**Met1 routing**

(2 px per um) Supply wires on this layer in gray.
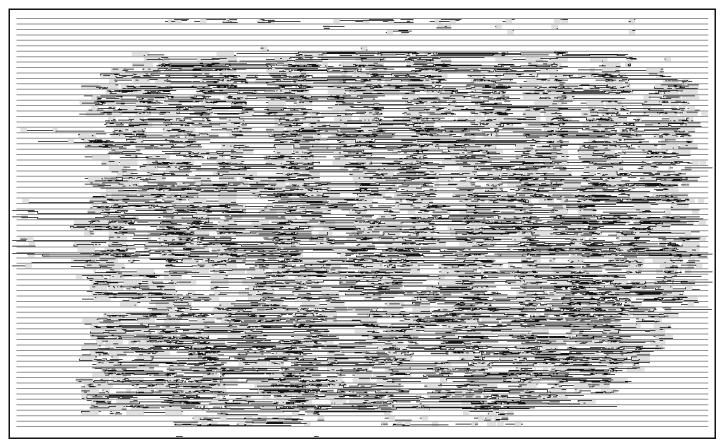
**I/O nets highlighted**

(1 px per um)
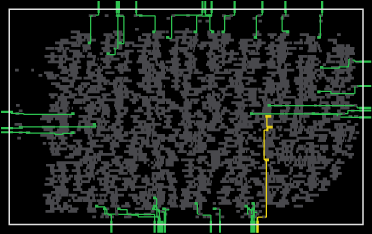
`src/rtl/regfile_pkg.sv`:
```
// Shared definitions for the register file and the units around it.
//   DEF_DATA_W / DEF_ADDR_W : default register width and address width
//   reg_addr_t / reg_data_t : address and data words at the default sizes,
//                             shared by the decoder and the control unit
package regfile_pkg;

  localparam int DEF_DATA_W = 32;
  localparam int DEF_ADDR_W = 4;

  typedef logic [DEF_ADDR_W-1:0] reg_addr_t;
  typedef logic [DEF_DATA_W-1:0] reg_data_t;

endpackage

```
`src/rtl/regfile_scoreboard.sv`:
```
// Busy scoreboard: one busy bit per register plus a registered popcount.
//   clk, rst           : clock (rising edge), asynchronous active-high reset
//   wr_en, wr_addr     : write-back strobe, clears busy[wr_addr]
//   res_en, res_addr   : reservation strobe, sets busy[res_addr]
//   busy               : busy bit vector, one bit per register
//   busy_cnt           : number of busy bits, updated on the same edge
module regfile_scoreboard
  import regfile_pkg::*;
#(
  parameter int ADDR_W   = DEF_ADDR_W,
  parameter int ZERO_REG = 0,
  localparam int DEPTH   = 1 << ADDR_W
) (
  input  logic              clk,
  input  logic              rst,
  input  logic              wr_en,
  input  logic [ADDR_W-1:0] wr_addr,
  input  logic              res_en,
  input  logic [ADDR_W-1:0] res_addr,
  output logic [DEPTH-1:0]  busy,
  output logic [ADDR_W:0]   busy_cnt
);

  logic              set_ok;
  logic              clr_ok;
  logic [DEPTH-1:0]  set_vec;
  logic [DEPTH-1:0]  clr_vec;
  logic [DEPTH-1:0]  busy_next;
  logic              inc;
  logic              dec;
  logic [ADDR_W:0]   cnt_next;

  // Next busy vector and count delta; a reservation wins over a clear on the same address.
  always_comb begin
    set_ok = res_en && !((ZERO_REG != 0) && (res_addr == {ADDR_W{1'b0}}));
    clr_ok = wr_en  && !((ZERO_REG != 0) && (wr_addr  == {ADDR_W{1'b0}}));
    set_vec = set_ok ? ({{(DEPTH-1){1'b0}}, 1'b1} << res_addr) : {DEPTH{1'b0}};
    clr_vec = clr_ok ? ({{(DEPTH-1){1'b0}}, 1'b1} << wr_addr)  : {DEPTH{1'b0}};
    busy_next = (busy & ~clr_vec) | set_vec;
    // Re-reserving a busy register does not count twice.
    inc = set_ok && !busy[res_addr];
    // A clear only decrements if the bit was set and no same-address reservation overrides it.
    dec = clr_ok && busy[wr_addr] && !(set_ok && (res_addr == wr_addr));
    cnt_next = busy_cnt + {{ADDR_W{1'b0}}, inc} - {{ADDR_W{1'b0}}, dec};
  end

  // Busy bits and count state.
  always_ff @(posedge clk or posedge rst) begin
    if (rst) begin
      busy     <= {DEPTH{1'b0}};
      busy_cnt <= {(ADDR_W+1){1'b0}};
    end else begin
      busy     <= busy_next;
      busy_cnt <= cnt_next;
    end
  end

endmodule

```
`src/rtl/regfile_sb.sv`:
```
// Register file with two combinational read ports, one write port,
// optional write-to-read bypass, optional hardwired zero register and a
// per-register busy scoreboard.
//   clk, rst               : clock (rising edge), asynchronous active-high reset
//   rd_addr_a/b            : read addresses
//   rd_data_a/b            : read data (combinational)
//   busy_a/b               : reservation outstanding on the addressed register
//   wr_en, wr_addr, wr_data: write port; a write also clears the busy bit
//   res_en, res_addr       : reserve a destination register
//   busy_cnt               : number of busy registers
module regfile_sb
  import regfile_pkg::*;
#(
  parameter int DATA_W   = DEF_DATA_W,
  parameter int ADDR_W   = DEF_ADDR_W,
  parameter int ZERO_REG = 0,
  parameter int BYPASS   = 1
) (
  input  logic              clk,
  input  logic              rst,
  input  logic [ADDR_W-1:0] rd_addr_a,
  input  logic [ADDR_W-1:0] rd_addr_b,
  output logic [DATA_W-1:0] rd_data_a,
  output logic [DATA_W-1:0] rd_data_b,
  output logic              busy_a,
  output logic              busy_b,
  input  logic              wr_en,
  input  logic [ADDR_W-1:0] wr_addr,
  input  logic [DATA_W-1:0] wr_data,
  input  logic              res_en,
  input  logic [ADDR_W-1:0] res_addr,
  output logic [ADDR_W:0]   busy_cnt
);

  localparam int DEPTH = 1 << ADDR_W;

  logic [DATA_W-1:0] mem [DEPTH];
  logic [DEPTH-1:0]  busy;
  logic              wr_ok;

  assign wr_ok = wr_en && !((ZERO_REG != 0) && (wr_addr == {ADDR_W{1'b0}}));

  regfile_scoreboard #(
    .ADDR_W   (ADDR_W),
    .ZERO_REG (ZERO_REG)
  ) u_scoreboard (
    .clk      (clk),
    .rst      (rst),
    .wr_en    (wr_en),
    .wr_addr  (wr_addr),
    .res_en   (res_en),
    .res_addr (res_addr),
    .busy     (busy),
    .busy_cnt (busy_cnt)
  );

  // Register storage.
  always_ff @(posedge clk or posedge rst) begin
    if (rst) begin
      for (int i = 0; i < DEPTH; i++) begin
        mem[i] <= {DATA_W{1'b0}};
      end
    end else if (wr_ok) begin
      mem[wr_addr] <= wr_data;
    end
  end

  // Read port A. Zero register is checked before bypass so r0 never forwards.
  always_comb begin
    if (rst) begin
      rd_data_a = {DATA_W{1'b0}};
      busy_a    = 1'b0;
    end else if ((ZERO_REG != 0) && (rd_addr_a == {ADDR_W{1'b0}})) begin
      rd_data_a = {DATA_W{1'b0}};
      busy_a    = 1'b0;
    end else if ((BYPASS != 0) && wr_en && (wr_addr == rd_addr_a)) begin
      // Data is being forwarded, so the reader need not stall.
      rd_data_a = wr_data;
      busy_a    = 1'b0;
    end else begin
      rd_data_a = mem[rd_addr_a];
      busy_a    = busy[rd_addr_a];
    end
  end

  // Read port B, same priority as port A.
  always_comb begin
    if (rst) begin
      rd_data_b = {DATA_W{1'b0}};
      busy_b    = 1'b0;
    end else if ((ZERO_REG != 0) && (rd_addr_b == {ADDR_W{1'b0}})) begin
      rd_data_b = {DATA_W{1'b0}};
      busy_b    = 1'b0;
    end else if ((BYPASS != 0) && wr_en && (wr_addr == rd_addr_b)) begin
      rd_data_b = wr_data;
      busy_b    = 1'b0;
    end else begin
      rd_data_b = mem[rd_addr_b];
      busy_b    = busy[rd_addr_b];
    end
  end

endmodule

```
`config.mk`:
```
export PLATFORM = sky130hd
export DESIGN_NAME = regfile_sb
export DESIGN_NICKNAME = d
export VERILOG_FILES = /design/src/rtl/regfile_pkg.sv /design/src/rtl/regfile_scoreboard.sv /design/src/rtl/regfile_sb.sv
export SDC_FILE = /design/constraint.sdc
export NUM_CORES = 1
export LEC_CHECK = 0
export CORE_ASPECT_RATIO = 0.6
export CORE_MARGIN = 3
export CORE_UTILIZATION = 40
export CTS_BUF_LIST = sky130_fd_sc_hd__clkbuf_4 sky130_fd_sc_hd__clkbuf_8 sky130_fd_sc_hd__clkbuf_16
export CTS_CLUSTER_SIZE = 20
export DETAILED_ROUTE_END_ITERATION = 8
export SYNTH_ARGS = -nofsm -noshare
export SYNTH_HDL_FRONTEND = slang
export SYNTH_SLANG_ARGS = --single-unit
```
`constraint.sdc`:
```
create_clock -name clk -period 27.1 [get_ports clk]
set_clock_uncertainty 0.2 [all_clocks]
set_input_delay 5.42 -clock clk [delete_from_list [all_inputs] [get_ports clk]]
set_output_delay 5.42 -clock clk [all_outputs]
set_load 0.01 [all_outputs]
```
==> results.yml <==
# physical design summary
power_and_ir_drop:
  p_int_mw: 1.854
  switching_share_pct: 27.31
  cellLeakagePower_nw: 13.26
  comb_power_share_pct: 24.3
  p_total_mw: 2.550
clock_tree:
  clk_path_buf_depth: 3
  htree_levels: 2
  ctsResizeCount: 0
  root_buffer: "clkbuf_16"
  hold_buffers: 0
critical_path:
  setup.worst_path.start_class: "input pin"
  r2r_end: "u_scoreboard.busy_cnt[4]"
  critPathCapture: "rd_data_a[30]"
  cp_max_fo: 32
  crit_path_cell_trace: "clkdlybuf4s50_1 > xor2_1 > nor4_1 > and2_2 > a22o_1 > clkdlybuf4s50_1"
  reg2reg_from: "u_scoreboard.busy[12]"
  cpMostUsedCell: "clkdlybuf4s50_1"
  worstPathArrival_ns: 9.20
  critPathKind: "input pin to output pin"
  cpPeakStageDelay_ns: 1.08
  rrSetupSlack_ns: 23.75
  crit_family: "simple AND/OR/NAND/NOR gates"
  cp_num_cells: 6
cells_and_area:
  final_cell_mix: "533 x dfrtp_1, 512 x mux2_2, 271 x mux4_2"
  drive_gt1_share_pct: 48.69
  fin_util_pct: 46.26
  nNetsFinal: 1967
  lay_top_count: "dfrtp_1"
route:
  drcViolationCount: 0
  vias_per_cell: 6.357
  dr.pass1.iters: 7
grt:
  antenna_found_initial: 4
  grt_util_all_layers_pct: 22.87
placement:
  numPlacedInstances: 2817
  gp_congestion: 0.8265
  place_area_um2: 30740
final_timing:
  fin_ws_ns: 12.28
  whs_ns: 0.3249
  grt_setup_unrepaired: "false"
  slew_headroom_pct: 20.97
  period_minus_slack_ns: 14.82
  drv_slew: 0
  finalHoldViolations: 0
  finalClockPeriodUsage_pct: 54.68
synth:
  yosysWarnings: 0
  xor_share_pct: 0.4871
  yosys_area_um2: 28770
  avgSynthCellArea_um2: 15.20
  syn_area_um2: 28770
  syn_nets: 1950
  flop_cell: "dfrtp_1"
  mux_share_pct: 41.72
  netlist_logic_family_top: "multiplexers"
  simple_gate_area_share_pct: 1.840
  post_synth_fa_ha_maj_area_fraction_pct: 0.2871
floorplanning:
  die_h_um: 213.7
  fp-row-count: 75
  die_w_um: 352.2
  fp_util_pct: 40.76
run_status:
  status: "finished, final reports clean"
hold_path:
  hp-start: "mem[217]"
  hold_class: "flip-flop to flip-flop"
  hold_end: "mem[217]"
  worstHoldPathCells: 1
run:
  drv_cap: 0
About 'met1 routing':
main direction: horizontal
longest straight run: 78.7 um
wire length on this layer: 38.6 mm
routed wire length: 86.47 mm
Vias: 18520
met1 global-route usage: 33.00%

About 'I/O nets highlighted':
legend:
  rst:
    color: yellow
    bits: 1
    direction: input
    edge: bottom
    end_cells: 4
    buffers: 1
    wire: 119 um
  rd_data_b:
    color: green
    bits: 32
    direction: output
    edge: 13 bottom, 11 top, 5 right, 3 left
    end_cells: 32
    buffers: 32
    wire: 1320 um
I/O Buffers: 122
total I/O pin count: 123

## metal layers
layer  up-vias  global-route usage, %  routed length, um
li1       7464                      -                  -
met1     10120                  33.00              38630
met2       768                  35.11              38830
met3       161                  5.263               6754
met4         4                  6.183               2223
met5         -                      0                 34
## cell usage after synthesis (2+ instances only)
cell,count,area (um^2)
dfrtp_1,533,13340
mux2_2,512,5766
mux4_2,271,6103
a22oi_1,128,960.9
buf_2,114,570.6
clkbuf_1,75,281.5
nand2_1,72,270.3
a22o_1,64,560.5
o21ai_0,19,95.09
nor2_1,12,45.04
xor2_1,12,105.1
inv_1,10,37.54
nor2b_1,7,43.79
and2_1,6,37.54
ha_1,5,62.56
mux4_1,5,131.4
nand2b_1,5,31.28
a21oi_1,4,20.02
buf_4,4,30.03
nand3_1,4,20.02
nand3b_1,4,30.03
xnor2_1,4,35.03
a32o_1,3,30.03
buf_6,3,33.78
o31ai_1,3,22.52
a21o_1,2,15.01
nor3b_1,2,15.01
nor4_1,2,12.51
or3_1,2,12.51
## area by class of cell
cell class                 instances  area [um^2]
sequential                       533        13340
fill                            6068        37920
tap                              962         1204
clock inverter                    14        261.5
multi-input combinational       1151        14620
clock buffer                      80         1640
timing repair buffer             161         1536
inverter                          10        45.04
antenna                            2        5.005
## power by group through the flow
stage | Clock (mW) | Combinational, mW | Sequential (mW)
3_5_place_dp | 0 | 0.622 | 1.13
2_1_floorplan | 0 | 0.475 | 1.09
5_1_grt | 0.857 | 0.668 | 1.15
3_3_place_gp | 0 | 0.606 | 1.12
6_report | 0.805 | 0.620 | 1.12
4_1_cts | 0.823 | 0.624 | 1.12
## sequential cells by signal, summed over array words and instances (netlist names)
signal and flops:
mem 512, u_scoreboard.busy 16, u_scoreboard.busy_cnt 5
Power is estimated from default activity; no workload was simulated.
